Fig. 1: the metal 2 layer
Cells faint in the background.
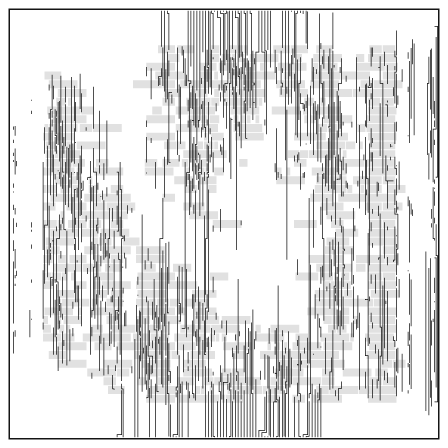
Fig. 2: sizing map
Bar = 50 um.
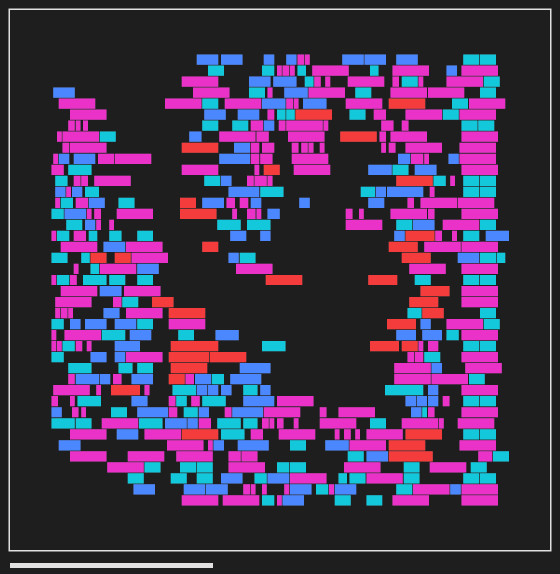
`src/rtl/fetch_stage_if.sv`:
```
// Instruction memory bus between the fetch stage (master) and memory (slave).
// Handshake: while iREN=1 the master holds iaddr stable; the slave answers by
// raising ihit for one cycle with iload valid. Dropping iREN abandons the
// outstanding request.
interface fetch_stage_if #(
    parameter int WORD_W = 32
);
    logic              iREN;
    logic [WORD_W-1:0] iaddr;
    logic [WORD_W-1:0] iload;
    logic              ihit;

    modport master (
        output iREN,
        output iaddr,
        input  iload,
        input  ihit
    );

    modport slave (
        input  iREN,
        input  iaddr,
        output iload,
        output ihit
    );
endinterface

```
`src/rtl/fetch_stage.sv`:
```
// Instruction-fetch stage: requests the instruction at pco, computes the next
// PC (pco+4 or a redirect target), and fills the IF/ID pipeline register.
// Handles stall, redirect with squash of an in-flight request, and halt.
// The FSM state is exported on dbg_state for observation.
module fetch_stage #(
    parameter int                WORD_W  = 32,
    parameter logic [WORD_W-1:0] PC_INIT = '0
) (
    input  logic              CLK,
    input  logic              nRST,
    // program counter interface
    input  logic [WORD_W-1:0] pco,
    output logic [WORD_W-1:0] pci,
    output logic              pc_wen,
    // instruction memory bus
    fetch_stage_if.master     imem,
    // hazard / control inputs
    input  logic              stall,
    input  logic              redirect_en,
    input  logic [WORD_W-1:0] redirect_pc,
    input  logic              halt,
    // IF/ID pipeline register
    output logic [WORD_W-1:0] ifid_instr,
    output logic [WORD_W-1:0] ifid_npc,
    output logic              ifid_valid,
    // FSM state for observation: 0 FETCH, 1 SQUASH, 2 HALTED
    output logic [1:0]        dbg_state
);

    typedef enum logic [1:0] {
        FETCH  = 2'd0,
        SQUASH = 2'd1,
        HALTED = 2'd2
    } state_t;

    state_t            state;
    logic [WORD_W-1:0] req_addr;   // address of the request being squashed
    logic [WORD_W-1:0] pc_plus4;   // wraps mod 2^WORD_W, no carry out

    assign pc_plus4  = pco + WORD_W'(4);
    assign dbg_state = state;

    // Memory request and PC update, combinational from state and inputs.
    always_comb begin
        imem.iREN  = 1'b0;
        imem.iaddr = pco;
        pci        = pc_plus4;
        pc_wen     = 1'b0;
        case (state)
            FETCH: begin
                imem.iREN = 1'b1;
                if (redirect_en) begin
                    pci    = redirect_pc;
                    pc_wen = 1'b1;
                end else if (halt && ifid_valid) begin
                    pc_wen = 1'b0;
                end else if (stall) begin
                    pc_wen = 1'b0;
                end else if (imem.ihit) begin
                    pc_wen = 1'b1;
                end
            end
            SQUASH: begin
                // keep the abandoned address stable until memory answers
                imem.iREN  = 1'b1;
                imem.iaddr = req_addr;
                if (redirect_en) begin
                    pci    = redirect_pc;
                    pc_wen = 1'b1;
                end
            end
            default: begin
                imem.iREN = 1'b0;
            end
        endcase
    end

    // FSM transitions, IF/ID register and squashed-request address.
    always_ff @(posedge CLK or negedge nRST) begin
        if (!nRST) begin
            state      <= FETCH;
            ifid_instr <= '0;
            ifid_npc   <= PC_INIT;
            ifid_valid <= 1'b0;
            req_addr   <= '0;
        end else begin
            case (state)
                FETCH: begin
                    if (redirect_en) begin
                        ifid_valid <= 1'b0;
                        if (!imem.ihit) begin
                            // response still outstanding: wait it out
                            state    <= SQUASH;
                            req_addr <= pco;
                        end
                    end else if (halt && ifid_valid) begin
                        ifid_valid <= 1'b0;
                        state      <= HALTED;
                    end else if (stall) begin
                        // IF/ID holds; a hit here is refetched later
                    end else if (imem.ihit) begin
                        ifid_instr <= imem.iload;
                        ifid_npc   <= pc_plus4;
                        ifid_valid <= 1'b1;
                    end else begin
                        ifid_valid <= 1'b0;
                    end
                end
                SQUASH: begin
                    ifid_valid <= 1'b0;
                    if (imem.ihit) begin
                        state <= FETCH;
                    end
                end
                default: begin
                    ifid_valid <= 1'b0;
                    state      <= HALTED;
                end
            endcase
        end
    end

endmodule

```
`src/flat_wrapper.sv`:
```
// flat-port wrapper written by rule: the top's interface ports become plain ports
module fetch_stage_flat 
#(
    parameter int                WORD_W  = 32,
    parameter logic [WORD_W-1:0] PC_INIT = '0
)
  (CLK, nRST, pco, pci, pc_wen, stall, redirect_en, redirect_pc, halt, ifid_instr, ifid_npc, ifid_valid, dbg_state, imem_iREN, imem_iaddr, imem_iload, imem_ihit);
  fetch_stage_if #(.WORD_W(WORD_W)) imem_i ();
  input  logic CLK;
  input  logic nRST;
  input  logic [WORD_W-1:0] pco;
  output logic [WORD_W-1:0] pci;
  output logic pc_wen;
  input  logic stall;
  input  logic redirect_en;
  input  logic [WORD_W-1:0] redirect_pc;
  input  logic halt;
  output logic [WORD_W-1:0] ifid_instr;
  output logic [WORD_W-1:0] ifid_npc;
  output logic ifid_valid;
  output logic [1:0] dbg_state;
  output wire logic [$bits(imem_i.iREN)-1:0] imem_iREN;
  output wire logic [$bits(imem_i.iaddr)-1:0] imem_iaddr;
  input wire logic [$bits(imem_i.iload)-1:0] imem_iload;
  input wire logic [$bits(imem_i.ihit)-1:0] imem_ihit;
  assign imem_iREN = imem_i.iREN;
  assign imem_iaddr = imem_i.iaddr;
  assign imem_i.iload = imem_iload;
  assign imem_i.ihit = imem_ihit;
  fetch_stage #(.WORD_W(WORD_W), .PC_INIT(PC_INIT)) u_core (.CLK(CLK), .nRST(nRST), .pco(pco), .pci(pci), .pc_wen(pc_wen), .imem(imem_i), .stall(stall), .redirect_en(redirect_en), .redirect_pc(redirect_pc), .halt(halt), .ifid_instr(ifid_instr), .ifid_npc(ifid_npc), .ifid_valid(ifid_valid), .dbg_state(dbg_state));
endmodule
```
`config.mk`:
```
export PLATFORM = sky130hd
export DESIGN_NAME = fetch_stage_flat
export DESIGN_NICKNAME = d
export VERILOG_FILES = /design/src/rtl/fetch_stage_if.sv /design/src/rtl/fetch_stage.sv /design/src/flat_wrapper.sv
export SDC_FILE = /design/constraint.sdc
export NUM_CORES = 1
export LEC_CHECK = 0
export ABC_CLOCK_PERIOD_IN_PS = 2009
export CAP_MARGIN = 20
export CORE_MARGIN = 10
export CORE_UTILIZATION = 39
export CTS_CLUSTER_SIZE = 40
export DETAILED_ROUTE_END_ITERATION = 10
export DONT_BUFFER_PORTS = 1
export MAX_ROUTING_LAYER = met4
export SLEW_MARGIN = 20
export SYNTH_ARGS = -nofsm -noshare
export SYNTH_HDL_FRONTEND = slang
export SYNTH_SLANG_ARGS = --single-unit
```
`constraint.sdc`:
```
create_clock -name CLK -period 2.01 [get_ports CLK]
set_clock_uncertainty 0.15 [all_clocks]
set_input_delay 0.402 -clock CLK [delete_from_list [all_inputs] [get_ports CLK]]
set_output_delay 0.402 -clock CLK [all_outputs]
set_load 0.01 [all_outputs]
```
==> flow_summary.json <==
{
  "nets": 577,
  "adder_share_pct": 0.2500,
  "num_tap_cells": 172,
  "top_cell_area_share_pct": 49.50,
  "cts_setup_buffers": 6,
  "path_depth": 4,
  "ys_cells": 435,
  "logic_gates": 307,
  "yosysUniqueCellTypes": 35,
  "r2r_slack_ns": 0.16,
  "first_pass_iters": 4,
  "grt_use_met1_pct": 18.56,
  "fillCellCount": 1102,
  "placed_area_um2": 5563,
  "cp_max_fo": 6,
  "r2r_cells": 5,
  "powerClk_mw": 1.80,
  "power_mw": 4.171,
  "ir_worst_vdd_mv": 0.4648,
  "pwr-share-seq_pct": 49.6,
  "antenna_cells": 0,
  "violations": "negative hold slack, negative setup slack",
  "fin_hold_ws_ns": -0.4096,
  "drc_errors": 0,
  "final-setup-viol-count": 56,
  "via_per_inst": 5.478,
  "path_cells": "nor2b_4 -> buf_8 -> clkbuf_16 -> mux2_4",
  "leakagePower_nw": 3.116,
  "port_buffers": 0,
  "status": "finished with violations",
  "p_clk_share_pct": 43.1,
  "clockBufferDepth": 2,
  "ys_sh_mux_pct": 24.53,
  "p_per_area_nw_per_um2": 626.6,
  "met1Wirelength_um": 6298,
  "htreeDepth": 3,
  "regArea_um2": 2479,
  "finalHoldViolations": 99,
  "yosys-stat-area_um2": 5005,
  "insertion_delay_ns": 0.34,
  "top_regs": "u_core.ifid_instr: 32 flops, u_core.ifid_npc: 32 flops, u_core.req_addr: 32 flops",
  "buffer_area_share_pct": 9.679,
  "core_um2": 12620,
  "synth_warnings": 0,
  "wl_met3_um": 1741,
  "yosysTopAreaCell": "dfrtp_1",
  "clock_sinks": 99,
  "antenna_found_initial": 0,
  "inverters_excl_clock": 3,
  "fin_ws_ns": -0.1470,
  "fin_cells": 651,
  "fp_nets": 538,
  "busiest_layer": "met2",
  "use_met3_pct": 7.293,
  "layout_top_cell": "dfrtp_1",
  "yosys.area_share.simple_pct": 12.90,
  "seq_area_frac_synth_pct": 49.50
}
Back to the opening pictures, Fig. 1:
- nets with wire on the layer: 532
- share of all routed wire: 50%
- wire length on this layer: 8,190 um
met2 Use GR: 28.88%
via count: 3,566
final wirelength: 16,440 um

Back to the opening pictures, Fig. 2:
- blue: drive 3 to 4 (cells 101)
- magenta: drive 1 or less (cells 219)
- red: drive 6 and up (cells 34)
- cyan: drive 2 (cells 125)
number of buffers outside the clock class in the layout: 54
Final Cell Area: 6658 um2
P&R area growth vs syn: 33.03%
worst setup margin: -0.1470 ns

Power is estimated from default activity; no workload was simulated.
